--- src/rtl/register_bank_pkg.sv ---
// Shared types and default widths for the multi-port register bank.
package register_bank_pkg;

  localparam int XLEN       = 32;
  localparam int REG_ADDR_W = 5;

  typedef enum logic {
    CLEAR = 1'b0,
    READY = 1'b1
  } bank_state_e;

  function automatic int depth_of(input int addr_width);
    return 32'sd1 << addr_width;
  endfunction

endpackage

--- src/rtl/register_bank_mp_if.sv ---
// Decode/writeback side bus of the register bank: read ports, write port, reservation.
interface register_bank_mp_if
  import register_bank_pkg::*;
#(
  parameter int DATA_WIDTH = XLEN,
  parameter int ADDR_WIDTH = REG_ADDR_W,
  parameter int NUM_READ   = 2
);

  logic [NUM_READ*ADDR_WIDTH-1:0] read_register_addr;
  logic [NUM_READ*DATA_WIDTH-1:0] read_data;
  logic [NUM_READ-1:0]            read_busy;
  logic [ADDR_WIDTH-1:0]          write_register_addr;
  logic [DATA_WIDTH-1:0]          write_data;
  logic                           write_enable;
  logic                           reserve_enable;
  logic [ADDR_WIDTH-1:0]          reserve_addr;
  logic                           ready;

  modport master (
    output read_register_addr, write_register_addr, write_data, write_enable,
    output reserve_enable, reserve_addr,
    input  read_data, read_busy, ready
  );

  modport slave (
    input  read_register_addr, write_register_addr, write_data, write_enable,
    input  reserve_enable, reserve_addr,
    output read_data, read_busy, ready
  );

endinterface

--- src/rtl/register_scoreboard.sv ---
// Per-register busy bits for outstanding writebacks; a reservation beats a same-cycle writeback.
module register_scoreboard
  import register_bank_pkg::*;
#(
  parameter int ADDR_WIDTH = REG_ADDR_W,
  parameter int NUM_READ   = 2,
  parameter int ZERO_REG   = 1,
  parameter int BYPASS     = 1
) (
  input  logic                           clk,
  input  logic                           rst,
  input  logic                           i_active,
  input  logic                           i_set_en,
  input  logic [ADDR_WIDTH-1:0]          i_set_addr,
  input  logic                           i_clr_en,
  input  logic [ADDR_WIDTH-1:0]          i_clr_addr,
  input  logic [NUM_READ*ADDR_WIDTH-1:0] i_rd_addr,
  output logic [NUM_READ-1:0]            o_rd_busy
);

  localparam int DEPTH = depth_of(ADDR_WIDTH);
  localparam logic [DEPTH-1:0] HARD_ZERO_MASK =
    (ZERO_REG != 0) ? DEPTH'(1) : {DEPTH{1'b0}};

  logic [DEPTH-1:0] r_busy;
  logic [DEPTH-1:0] w_busy_upd;
  logic [DEPTH-1:0] w_busy_nxt;

  // Clear first, then set, so a newer producer keeps the register busy.
  always_comb begin
    w_busy_upd = r_busy;
    if (i_clr_en) begin
      w_busy_upd[i_clr_addr] = 1'b0;
    end else begin
      w_busy_upd = r_busy;
    end
    if (i_set_en) begin
      w_busy_upd[i_set_addr] = 1'b1;
    end else begin
      w_busy_upd[i_set_addr] = w_busy_upd[i_set_addr];
    end
  end

  assign w_busy_nxt = w_busy_upd & ~HARD_ZERO_MASK;

  always_ff @(posedge clk) begin
    if (rst) begin
      r_busy <= {DEPTH{1'b0}};
    end else begin
      r_busy <= w_busy_nxt;
    end
  end

  for (genvar g = 0; g < NUM_READ; g++) begin : g_port
    logic [ADDR_WIDTH-1:0] w_addr;
    logic                  w_fwd_clr;
    assign w_addr    = i_rd_addr[g*ADDR_WIDTH +: ADDR_WIDTH];
    assign w_fwd_clr = (BYPASS != 0) && i_clr_en && (i_clr_addr == w_addr) &&
                       !(i_set_en && (i_set_addr == w_addr));
    assign o_rd_busy[g] = i_active && r_busy[w_addr] && !w_fwd_clr;
  end

endmodule

--- src/rtl/register_bank_mp.sv ---
// Multi-read-port register bank: hardware clear sweep after reset, write bypass and RAW scoreboard.
module register_bank_mp
  import register_bank_pkg::*;
#(
  parameter int DATA_WIDTH = XLEN,
  parameter int ADDR_WIDTH = REG_ADDR_W,
  parameter int NUM_READ   = 2,
  parameter int ZERO_REG   = 1,
  parameter int BYPASS     = 1
) (
  input  logic              clk,
  input  logic              rst,
  register_bank_mp_if.slave bus
);

  localparam int DEPTH = depth_of(ADDR_WIDTH);
  localparam logic [ADDR_WIDTH:0] LAST_IDX = (ADDR_WIDTH+1)'(DEPTH - 1);
  localparam logic [ADDR_WIDTH:0] CNT_ONE  = (ADDR_WIDTH+1)'(1);

  bank_state_e           r_state;
  bank_state_e           w_state_nxt;
  logic [ADDR_WIDTH:0]   r_clr_cnt;
  logic [ADDR_WIDTH:0]   w_clr_cnt_nxt;
  logic                  w_clr_we;
  logic                  w_active;
  logic                  w_usr_we;
  logic                  w_wr_nonzero;
  logic [DATA_WIDTH-1:0] r_mem [DEPTH];

  assign w_active     = (r_state == READY);
  assign w_wr_nonzero = (ZERO_REG == 0) || (bus.write_register_addr != {ADDR_WIDTH{1'b0}});
  assign w_usr_we     = w_active && !rst && bus.write_enable && w_wr_nonzero;
  assign bus.ready    = w_active;

  always_ff @(posedge clk) begin
    if (rst) begin
      r_state   <= CLEAR;
      r_clr_cnt <= {(ADDR_WIDTH+1){1'b0}};
    end else begin
      r_state   <= w_state_nxt;
      r_clr_cnt <= w_clr_cnt_nxt;
    end
  end

  // Sweep zeroes one entry per cycle and hands over to READY after the last one.
  always_comb begin
    w_state_nxt   = r_state;
    w_clr_cnt_nxt = r_clr_cnt;
    w_clr_we      = 1'b0;
    case (r_state)
      CLEAR: begin
        w_clr_we      = 1'b1;
        w_clr_cnt_nxt = r_clr_cnt + CNT_ONE;
        if (r_clr_cnt == LAST_IDX) begin
          w_state_nxt = READY;
        end else begin
          w_state_nxt = CLEAR;
        end
      end
      READY: begin
        w_state_nxt   = READY;
        w_clr_cnt_nxt = r_clr_cnt;
      end
      default: begin
        w_state_nxt   = CLEAR;
        w_clr_cnt_nxt = {(ADDR_WIDTH+1){1'b0}};
      end
    endcase
  end

  always_ff @(posedge clk) begin
    if (w_clr_we) begin
      r_mem[r_clr_cnt[ADDR_WIDTH-1:0]] <= {DATA_WIDTH{1'b0}};
    end else if (w_usr_we) begin
      r_mem[bus.write_register_addr] <= bus.write_data;
    end
  end

  for (genvar g = 0; g < NUM_READ; g++) begin : g_read
    logic [ADDR_WIDTH-1:0] w_addr;
    logic                  w_zero_hit;
    logic                  w_byp_hit;
    assign w_addr     = bus.read_register_addr[g*ADDR_WIDTH +: ADDR_WIDTH];
    assign w_zero_hit = (ZERO_REG != 0) && (w_addr == {ADDR_WIDTH{1'b0}});
    assign w_byp_hit  = (BYPASS != 0) && bus.write_enable &&
                        (bus.write_register_addr == w_addr);
    assign bus.read_data[g*DATA_WIDTH +: DATA_WIDTH] =
      (!w_active || w_zero_hit) ? {DATA_WIDTH{1'b0}} :
      w_byp_hit                 ? bus.write_data     : r_mem[w_addr];
  end

  register_scoreboard #(
    .ADDR_WIDTH (ADDR_WIDTH),
    .NUM_READ   (NUM_READ),
    .ZERO_REG   (ZERO_REG),
    .BYPASS     (BYPASS)
  ) u_scoreboard (
    .clk        (clk),
    .rst        (rst),
    .i_active   (w_active),
    .i_set_en   (w_active && bus.reserve_enable),
    .i_set_addr (bus.reserve_addr),
    .i_clr_en   (w_active && bus.write_enable),
    .i_clr_addr (bus.write_register_addr),
    .i_rd_addr  (bus.read_register_addr),
    .o_rd_busy  (bus.read_busy)
  );

endmodule

--- src/flat_wrapper.sv ---
// flat-port wrapper written by rule: the top's interface ports become plain ports
module register_bank_mp_flat import register_bank_pkg::*;
#(
  parameter int DATA_WIDTH = XLEN,
  parameter int ADDR_WIDTH = REG_ADDR_W,
  parameter int NUM_READ   = 2,
  parameter int ZERO_REG   = 1,
  parameter int BYPASS     = 1
)
  (clk, rst, bus_read_register_addr, bus_write_register_addr, bus_write_data, bus_write_enable, bus_reserve_enable, bus_reserve_addr, bus_read_data, bus_read_busy, bus_ready);
  register_bank_mp_if #(.DATA_WIDTH(DATA_WIDTH), .ADDR_WIDTH(ADDR_WIDTH), .NUM_READ(NUM_READ)) bus_i ();
  input  logic clk;
  input  logic rst;
  input wire logic [$bits(bus_i.read_register_addr)-1:0] bus_read_register_addr;
  input wire logic [$bits(bus_i.write_register_addr)-1:0] bus_write_register_addr;
  input wire logic [$bits(bus_i.write_data)-1:0] bus_write_data;
  input wire logic [$bits(bus_i.write_enable)-1:0] bus_write_enable;
  input wire logic [$bits(bus_i.reserve_enable)-1:0] bus_reserve_enable;
  input wire logic [$bits(bus_i.reserve_addr)-1:0] bus_reserve_addr;
  output wire logic [$bits(bus_i.read_data)-1:0] bus_read_data;
  output wire logic [$bits(bus_i.read_busy)-1:0] bus_read_busy;
  output wire logic [$bits(bus_i.ready)-1:0] bus_ready;
  assign bus_i.read_register_addr = bus_read_register_addr;
  assign bus_i.write_register_addr = bus_write_register_addr;
  assign bus_i.write_data = bus_write_data;
  assign bus_i.write_enable = bus_write_enable;
  assign bus_i.reserve_enable = bus_reserve_enable;
  assign bus_i.reserve_addr = bus_reserve_addr;
  assign bus_read_data = bus_i.read_data;
  assign bus_read_busy = bus_i.read_busy;
  assign bus_ready = bus_i.ready;
  register_bank_mp #(.DATA_WIDTH(DATA_WIDTH), .ADDR_WIDTH(ADDR_WIDTH), .NUM_READ(NUM_READ), .ZERO_REG(ZERO_REG), .BYPASS(BYPASS)) u_core (.clk(clk), .rst(rst), .bus(bus_i));
endmodule
--- config.mk ---
export PLATFORM = sky130hd
export DESIGN_NAME = register_bank_mp_flat
export DESIGN_NICKNAME = d
export VERILOG_FILES = /design/src/rtl/register_bank_pkg.sv /design/src/rtl/register_bank_mp_if.sv /design/src/rtl/register_scoreboard.sv /design/src/rtl/register_bank_mp.sv /design/src/flat_wrapper.sv
export SDC_FILE = /design/constraint.sdc
export NUM_CORES = 1
export LEC_CHECK = 0
export CAP_MARGIN = 0
export CORE_ASPECT_RATIO = 1.4
export CORE_MARGIN = 1.5
export CORE_UTILIZATION = 55
export DETAILED_ROUTE_END_ITERATION = 12
export GPL_ROUTABILITY_DRIVEN = 1
export PLACE_DENSITY = 0.72
export SKIP_LAST_GASP = 1
export SLEW_MARGIN = 20
export SYNTH_ARGS = -nofsm -noshare
export SYNTH_HDL_FRONTEND = slang
export SYNTH_SLANG_ARGS = --single-unit
--- constraint.sdc ---
create_clock -name clk -period 3.6 [get_ports clk]
set_input_delay 0.72 -clock clk [delete_from_list [all_inputs] [get_ports clk]]
set_output_delay 0.72 -clock clk [all_outputs]
set_load 0.05 [all_outputs]
==> Slide: Implementation Results <==
Flow Results at a Glance

Critical path
  – Startpoint types: primary input
  – Reg2reg setup slack: around 0.75 ns
  – Category of the critical setup timing path: in -> out
  – Top cell family by delay on the critical path: buffers and inverters
  – Crit. End Element: output pin
  – Worst path cell trace: buf_8 -> buf_12 -> buf_4 -> mux4_2 -> nand2_1 -> and3_1 -> a211oi_1 -> a211o_1 -> buf_6
  – Arrival @ worst endpoint: approximately 2.9 ns
  – Count of buffering cells on the critical path with inverters included: 4
  – Data required time of the critical path: 2.88 ns
  – Largest stage delay on the critical path: 0.55 ns
  – Capture point of the worst reg-to-reg path: u_core.r_mem[22][13]
  – Depth of the most critical reg-to-reg path: 6
  – CP Launch Point: bus_read_register_addr[0]
  – Critical path fanouts, max: 14
  – Path length in cells of the critical path: 9
  – Startpoint of the worst-slack reg-to-reg timing path: u_core.bus.ready

STA
  – Worst setup skew after layout: 0.0200 ns
  – Transition time of the tightest slew-check pin: around 1.0 ns
  – Hold Slack: 0.496 ns
  – Post-route setup TNS: -0.104 ns
  – Clock period minus final worst setup slack: 3.66 ns
  – Crit share post-route: 102%
  – Maximum achievable frequency: 0.273 GHz
  – Final hold vios: 0
  – Count of final setup violators: 5
  – Headroom to the max-slew limit: 32.7%
  – Final WS setup: -0.0649 ns

Min path
  – Worst hold path stage count: 2
  – Worst Hold Path EP: u_core.u_scoreboard.r_busy[7]
  – Type of the tightest min-delay check: reg -> reg

Routing
  – Mean number of vias per cell: about 7.5
  – Average detailed-routed wire length per instance: 38.0 microns
  – Length of routed met3 wiring: between 20000 and 25000 microns
  – Vias after detailed routing: 33300
  – Highest metal layer with signal wires: met5
  – Total wire length after detailed routing: approximately 170000 microns
  – Detailed Route Iter0 Violations: roughly 5300
  – Number of detailed-route iterations in the first pass: 10
  – Met1 layer wirelength in the final routing: 55300 microns
  – Final ANT Viol Nets: 0

Finish
  – Share of layout cells above drive strength 1: between 30% and 40%
  – Area delta synth->final: 21.4%
  – Layout filler cell count: between 5000 and 6000
  – Max FFs per register: 1024
  – Core Util, Final: roughly 68%
  – Share of the final layout cell area in multi-input gates: 29.6%
  – Number of non-clock inverters in the layout: 7
  – Antenna diode count: 5
  – Clk tree area frac: 5.49%
  – Most frequent logic cells in the routed design: edfxtp_1, mux4_2, buf_4, mux2i_1, buf_12
  – Commonest Layout Cell: edfxtp_1
  – Tally of non-filler cells in the final layout: ~4400
  – Top cell class by occupied area: registers
  – Final net count: 3225
  – Top flop regs: u_core.r_mem (1024), u_core.u_scoreboard.r_busy (31), u_core.r_clr_cnt (6)
  – Flop share of the area: between 50% and 60%
  – Non-clock buffering overhead in the final layout: 10.4%
  – Logic area: 0.0179 sq mm
  – Flip-flops: 1062
  – Mi-comb count: 1490
  – CLK BUF: approximately 130

Global routing
  – Met1 Track Usage GR: between 40% and 50%
  – First-pass GRT wire length: 237000 microns
  – Final global-route overflow total: 0
  – Via count of the first global-routing pass: 33800
  – Met2 layer usage reported by global route: around 56%
  – Most used routing layer in global routing: met2
  – Met3 global-route usage: a little over a tenth

Placement
  – Port Buffer Count: between 100 and 150
  – Final HPWL from detailed placement: between 100000 and 150000 microns
  – Pre-CTS setup slack: -0.282 ns

Logic synthesis
  – Chip area estimate from yosys synthesis: 0.0499 sq mm
  – Share of synthesized area spent on multiplexers: 24.4%
  – Complex-gate fraction of the synthesized area: 6.52%
  – Most instantiated library cell after synthesis: edfxtp_1
  – Most common library cells after synthesis: edfxtp_1, mux4_2, mux2i_1
  – Area contributors post-synth: edfxtp_1, mux4_2, mux2i_1
  – Adder and majority gate portion of the synthesized area: 0.0251%
  – Registers, synthesis: 1062
  – Netlist area before placement: approximately 0.050 sq mm
  – Total cells reported by yosys after synthesis: 2791
  – Async set or reset register ratio after synthesis: 0%
  – Number of distinct standard cells referenced by the synthesized netlist: 52
  – Count of flip-flops with a built-in enable after synthesis: 1024
  – Cell taking the most area after synthesis: edfxtp_1
  – Synthesis Warnings: 0
  – Simple logic cell fraction of the synthesized area: 3.38%
  – Portion of the post-synthesis area used by sequential elements: 63.1%
  – Xor/xnor share of the synthesized area: 0.439%
  – Net count entering floorplan: 2848

Power and ir drop
  – Part of the power in registers: 51.1%
  – Fraction of power spent switching nets: 22.6%
  – Dominant power group: sequential cells
  – Pleak: ~22 nW
  – Clock-net power: ~11 mW
  – Power drawn by the sequential cells: 13.6 mW
  – Peak supply drop: 0.537 mV
  – Net switching power figure: 5.98 mW
  – Total design power: approximately 27 mW
  – Combinational group power: between 2 and 2.5 mW
  – Total power per unit cell area: 437 mW/mm^2

Clock network
  – Clock buffer count from CTS: between 100 and 150
  – Maximum level of the CTS H-tree: 3
  – Number of buffers on the longest clock path: 3
  – Number of buffers inserted to repair setup after CTS: 10
  – TritonCTS clock tree: built
  – Worst-path clk slew: 0.07 ns
  – Number of sinks handled by clock tree synthesis: roughly 1100
  – Clock tree root buffer cell: clkbuf_16
  – Number of buffers inserted by hold repair at cts: 0

Outcome
  – Violations in the final reports: negative setup slack
  – Status: finished, violations left

Floorplanning
  – Row Count: 130
  – Well-Tap Cells: 1188
  – I/O pin count: 123
  – Die Ht: 359 microns
  – FP Util: 55.6%
  – Chip area: between 0.09 and 0.1 sq mm
  – Die Span X: 258 microns

Run
  – Max-cap violations: 0
Figure 1. Cells colored by class.
The bar under the picture is 100 microns long.
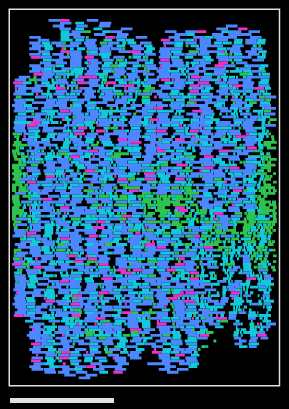
| class | color | cells | share of their area |
|---|---|---|---|
| flip-flops | blue | 1062 | 53% |
| other buffers and delay cells | green | 505 | 11% |
| all other logic | cyan | 1497 | 30% |
| clock drivers and dummy loads | magenta | 191 | 5.6% |

Figure 2. Clock wires, drivers and flops.
The bar under the picture is 100 microns long.
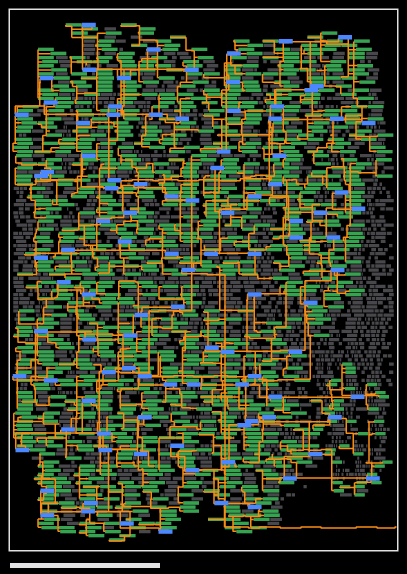
[cells driving clock nets] blue | count: 102
[flip-flops] green | count: 1062
[clock wires] orange | length: 11700 microns
flops lie: all over the die

Power is estimated from default activity; no workload was simulated.
